**config.mk**
```make
export PLATFORM = sky130hd
export DESIGN_NAME = result_drain_streamer
export DESIGN_NICKNAME = d
export VERILOG_FILES = /design/src/rtl/result_drain_streamer.sv
export SDC_FILE = /design/constraint.sdc
export NUM_CORES = 2
export LEC_CHECK = 0
export ABC_AREA = 1
export CAP_MARGIN = 20
export CORE_AREA = 2 2 686 688
export CTS_BUF_LIST = sky130_fd_sc_hd__clkbuf_8
export DETAILED_ROUTE_END_ITERATION = 8
export DIE_AREA = 0 0 688 690
export SYNTH_ARGS = -nofsm -noshare
export SYNTH_HDL_FRONTEND = slang
export SYNTH_SLANG_ARGS = --single-unit
```
**constraint.sdc**
```tcl
create_clock -name clk -period 129.5 [get_ports clk]
set_clock_uncertainty 0.2 [all_clocks]
set_input_delay 25.9 -clock clk [delete_from_list [all_inputs] [get_ports clk]]
set_output_delay 25.9 -clock clk [all_outputs]
set_load 0.01 [all_outputs]
```
**src/rtl/result_drain_streamer.sv**
```systemverilog
// result_drain_streamer
// Reads NUM_ROWS rows of MATRIX_SIZE partial sums from the results SRAM,
// starting at base_addr. Each row is sent as MATRIX_SIZE/LANES beats of LANES
// sums on a valid/ready stream. The sums are signed, but they pass through
// unchanged, so the datapath treats them as raw bits.
// Build option DRAIN_PREFETCH_EN adds a second row register. The next row is
// then read while the current one streams, so rows follow with no bubble.
// Without it, two idle cycles (read, wait) separate consecutive rows.
// With the prefetch build, a row must span at least 3 beats
// (MATRIX_SIZE/LANES >= 3). The prefetched data then lands before the row
// boundary is reached.
module result_drain_streamer #(
   parameter int ADDRESSSIZE    = 10,
   parameter int MATRIX_SIZE    = 64,
   parameter int PARTIAL_SUM_BW = 24,
   parameter int LANES          = 8
) (
   input  logic                                  clk,
   input  logic                                  rst,
   input  logic                                  start,
   input  logic [ADDRESSSIZE-1:0]                base_addr,
   input  logic [ADDRESSSIZE-1:0]                num_rows,
   output logic                                  sram_re,
   output logic [ADDRESSSIZE-1:0]                sram_addr,
   input  logic [MATRIX_SIZE*PARTIAL_SUM_BW-1:0] sram_rdata,
   output logic                                  m_valid,
   input  logic                                  m_ready,
   output logic [LANES*PARTIAL_SUM_BW-1:0]       m_data,
   output logic                                  m_last,
   output logic                                  busy,
   output logic                                  done
);
   localparam int BEATS   = MATRIX_SIZE / LANES;
   localparam int BEAT_W  = (BEATS > 1) ? $clog2(BEATS) : 1;
   localparam int ROW_W   = MATRIX_SIZE * PARTIAL_SUM_BW;
   localparam int BEAT_DW = LANES * PARTIAL_SUM_BW;
   localparam logic [BEAT_W-1:0]      LAST_BEAT = BEAT_W'(BEATS - 1);
   localparam logic [ADDRESSSIZE-1:0] ONE       = ADDRESSSIZE'(1);

   typedef enum logic [2:0] {S_IDLE, S_RD, S_WT, S_ST, S_DONE} state_t;

   state_t                 state_q;
   logic [ADDRESSSIZE-1:0] base_q, num_q, row_cnt_q, sram_addr_q;
   logic [BEAT_W-1:0]      beat_cnt_q;
   logic                   sram_re_q, m_valid_q, busy_q, done_q;
   logic [ROW_W-1:0]       row_q;
   logic [BEAT_DW-1:0]     m_data_d;
   logic                   xfer_d, last_beat_d, last_row_d;
   logic [ADDRESSSIZE-1:0] row_nxt_d;
`ifdef DRAIN_PREFETCH_EN
   logic [ROW_W-1:0]       nxt_row_q;
   logic                   pf_cap_q;
   logic                   nxt_last_d;
`endif

   assign xfer_d      = m_valid_q & m_ready;
   assign last_beat_d = (beat_cnt_q == LAST_BEAT);
   assign last_row_d  = (row_cnt_q == num_q - ONE);
   assign row_nxt_d   = row_cnt_q + ONE;
`ifdef DRAIN_PREFETCH_EN
   assign nxt_last_d  = (row_nxt_d == num_q - ONE);
`endif

   // Control FSM: sequences SRAM reads and beat streaming, and owns every registered output.
   always_ff @(posedge clk) begin
      if (rst) begin
         state_q     <= S_IDLE;
         base_q      <= '0;
         num_q       <= '0;
         row_cnt_q   <= '0;
         beat_cnt_q  <= '0;
         sram_re_q   <= 1'b0;
         sram_addr_q <= '0;
         m_valid_q   <= 1'b0;
         busy_q      <= 1'b0;
         done_q      <= 1'b0;
`ifdef DRAIN_PREFETCH_EN
         pf_cap_q    <= 1'b0;
`endif
      end else begin
         sram_re_q <= 1'b0;
         done_q    <= 1'b0;
`ifdef DRAIN_PREFETCH_EN
         // A read issued while streaming returns data one cycle later.
         pf_cap_q  <= (state_q == S_ST) & sram_re_q;
`endif
         case (state_q)
            S_IDLE: begin
               if (start) begin
                  base_q     <= base_addr;
                  num_q      <= num_rows;
                  row_cnt_q  <= '0;
                  beat_cnt_q <= '0;
                  if (num_rows != '0) begin
                     state_q     <= S_RD;
                     busy_q      <= 1'b1;
                     sram_re_q   <= 1'b1;
                     sram_addr_q <= base_addr;
                  end else begin
                     state_q <= S_DONE;
                     done_q  <= 1'b1;
                  end
               end
            end
            S_RD: state_q <= S_WT;
            S_WT: begin
               state_q   <= S_ST;
               m_valid_q <= 1'b1;
`ifdef DRAIN_PREFETCH_EN
               if (!last_row_d) begin
                  sram_re_q   <= 1'b1;
                  sram_addr_q <= base_q + row_nxt_d;
               end
`endif
            end
            S_ST: begin
               if (xfer_d) begin
                  if (last_beat_d) begin
                     beat_cnt_q <= '0;
                     if (last_row_d) begin
                        state_q   <= S_DONE;
                        m_valid_q <= 1'b0;
                        busy_q    <= 1'b0;
                        done_q    <= 1'b1;
                     end else begin
                        row_cnt_q <= row_nxt_d;
`ifdef DRAIN_PREFETCH_EN
                        // The next row is already buffered; fetch the one after it.
                        if (!nxt_last_d) begin
                           sram_re_q   <= 1'b1;
                           sram_addr_q <= base_q + row_nxt_d + ONE;
                        end
`else
                        state_q     <= S_RD;
                        m_valid_q   <= 1'b0;
                        sram_re_q   <= 1'b1;
                        sram_addr_q <= base_q + row_nxt_d;
`endif
                     end
                  end else begin
                     beat_cnt_q <= beat_cnt_q + 1'b1;
                  end
               end
            end
            S_DONE: state_q <= S_IDLE;
            default: state_q <= S_IDLE;
         endcase
      end
   end

   // Row storage: capture SRAM data in the cycle it is valid (no reset, data only).
   always_ff @(posedge clk) begin
      if (state_q == S_WT) begin
         row_q <= sram_rdata;
      end
`ifdef DRAIN_PREFETCH_EN
      else if (state_q == S_ST && xfer_d && last_beat_d && !last_row_d) begin
         row_q <= nxt_row_q;
      end
      if (pf_cap_q) begin
         nxt_row_q <= sram_rdata;
      end
`endif
   end

   // Beat select: the current slice of the row; driven to zero while no beat is offered.
   always_comb begin
      m_data_d = '0;
      for (int b = 0; b < BEATS; b++) begin
         if (m_valid_q && beat_cnt_q == BEAT_W'(b)) begin
            m_data_d = row_q[b*BEAT_DW +: BEAT_DW];
         end
      end
   end

   assign sram_re   = sram_re_q;
   assign sram_addr = sram_addr_q;
   assign m_valid   = m_valid_q;
   assign m_data    = m_data_d;
   assign m_last    = m_valid_q & last_beat_d & last_row_d;
   assign busy      = busy_q;
   assign done      = done_q;

endmodule
```
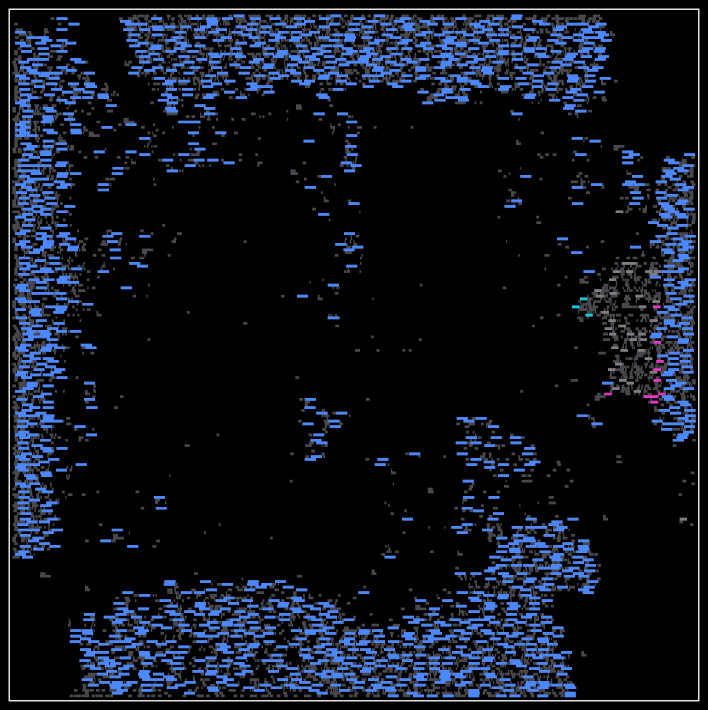
Figure 1: register map, names as in the netlist.
(1 px per um)
[sram_addr] magenta | placed flops: 10 | where: right middle
[beat_cnt_q] cyan | placed flops: 3
[row_q] blue | placed flops: 1536 | where: widely spread
flop share of the area: 49.8%
Flop area: 0.0471 mm2
P_seq: 0.783 mW
Post-Route Utilization: 20.3%

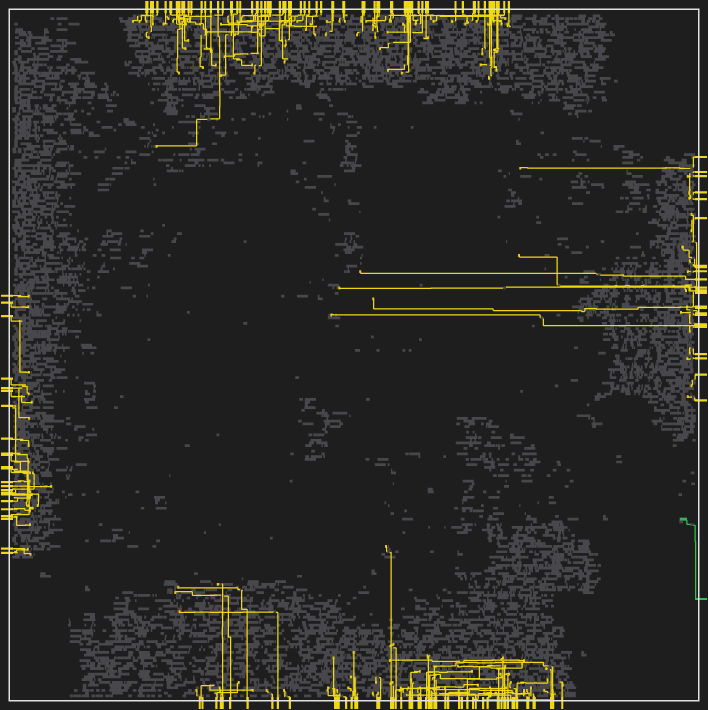
Figure 2: port wiring.
(1 px per um)
[m_data] yellow | direction: output | edge: 80 top, 64 bottom, 25 right, 23 left | end cells: 192 | wire: 9350 um
[sram_re] green | direction: output | edge: right | end cells: 1 | wire: 85.6 um

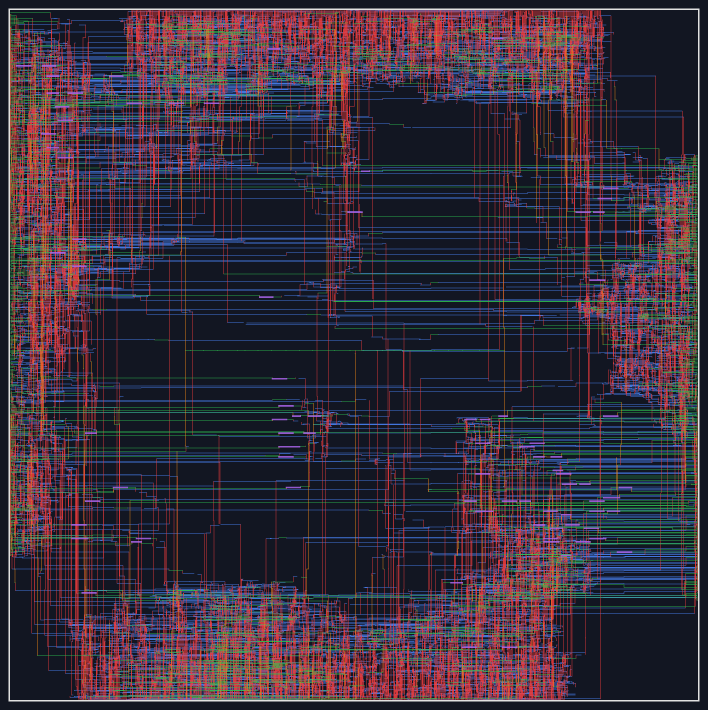
Figure 3: signal wires by layer.
(1 px per um)
[metal 4] orange | wire length: 11100 um
[metal 2] red | wire length: 169 mm
[metal 1] blue | wire length: 164 mm
[metal 5] purple | wire length: 1050 um
[metal 3] green | wire length: 46.6 mm

==> flow_summary.json <==
{
  "status": "complete, no violations",
  "ctsResizeCount": 0,
  "finalSetupTns_ns": 0,
  "die_height_um": 690,
  "p_sw_share_pct": 35.0,
  "grt_overflow_total": 0,
  "hp-class": "reg2reg",
  "clk_pin_slew_ns": 0.06,
  "yosys-top-cells-area": "edfxtp_1 73%, nand2_1 7.6%, nand3_1 4.8%, o211ai_1 4.5%, a21oi_1 3.4%",
  "edf_count": 1536,
  "p_total_mw": 1.75,
  "buf_share_pct": 19.5,
  "top_layer": "met5",
  "syn-instance-count": 5031,
  "yosys_area_mm2": 0.0635,
  "die_x_um": 688,
  "cpMostUsedCell": "buf_4",
  "flops": 1586,
  "nonClockBufferCount": 1855,
  "crit_path_cell_trace": "inv_1, ha_1, inv_8, buf_4, buf_4, buf_4, buf_4, nand3_1, nand3_1, o211ai_1, nand3_1, o211ai_1, nand2_1, nand2_1, nand2_1, clkdlybuf4s50_1",
  "synth_area_mm2": 0.0635,
  "drt-total-wl_um": 392000,
  "numCtsBuffers": 313,
  "std_cell_rows": 251,
  "ys.flops": 1586,
  "grt_busiest_layer": "met2",
  "die_area_mm2": 0.475,
  "layout_min_cycle_time_ns": 32.55,
  "hold_violations": 0,
  "drtAntennaViolNets": 0,
  "drt_iter0_drc": 6137,
  "gp_congestion": 0.937,
  "antenna_found_initial": 311,
  "combPwrFrac_pct": 24.9
}
## path summary, 6_finish.rpt
kind                 start         end  slack [ns]
min              base_q[4]   base_q[4]        0.26
max reg2reg     state_q[1]  row_q[637]      122.60
max          beat_cnt_q[1]  m_data[57]       96.95
min reg2reg      base_q[4]   base_q[4]        0.26
## worst max-delay path, delay by kind of cell (launching register included)
kind / cells / cell delay [ns]
AND/OR/NAND/NOR: 6 / 1.01
buffers and inverters: 7 / 3.03
adder cells (fa/ha/maj): 1 / 0.25
AND-OR/OR-AND: 2 / 0.44
flip-flops: 1 / 0.37
## registers in the layout, summed over array words and instances (netlist names)
signal / flops
row_cnt_q: 10
m_valid: 1
base_q: 10
beat_cnt_q: 3
sram_re: 1
done: 1
sram_addr: 10
row_q: 1536
num_q: 10
state_q: 3
busy: 1
## cells by family after synthesis
logic type      share of synthesized area (%)
compound gates                           8.26
xor+xnor                                0.256
fa+ha+maj                               0.366
buf+inv                                  3.87
flops                                    74.2
simple gates                             13.1
## synthesized netlist by cell type (all sizes together), types with 2 or more instances
| master | number |
|---|---|
| nand2 | 1285 |
| ha | 17 |
| clkbuf | 168 |
| a211oi | 2 |
| o21ai | 29 |
| xor2 | 7 |
| nor3 | 3 |
| edfxtp | 1536 |
| a21o | 2 |
| nand3 | 607 |
| a31oi | 2 |
| inv | 260 |
| a21oi | 430 |
| dfxtp | 50 |
| buf | 161 |
| nand4 | 7 |
| o211ai | 384 |
| xnor2 | 9 |
| nor2 | 64 |
## metrics by stage
step / util [%] / hold WS [ns] / cells
global route: 20.3 / 0.277 / 13347
CTS: 20.2 / 0.257 / 13317
floorplan: - / 0.228 / 5031
global placement: 18.9 / 0.247 / 12751
detailed placement: 18.9 / 0.249 / 12754
finish: 20.3 / 0.256 / 13402
Power figures rest on the tool's default switching activity, not on a simulated workload.
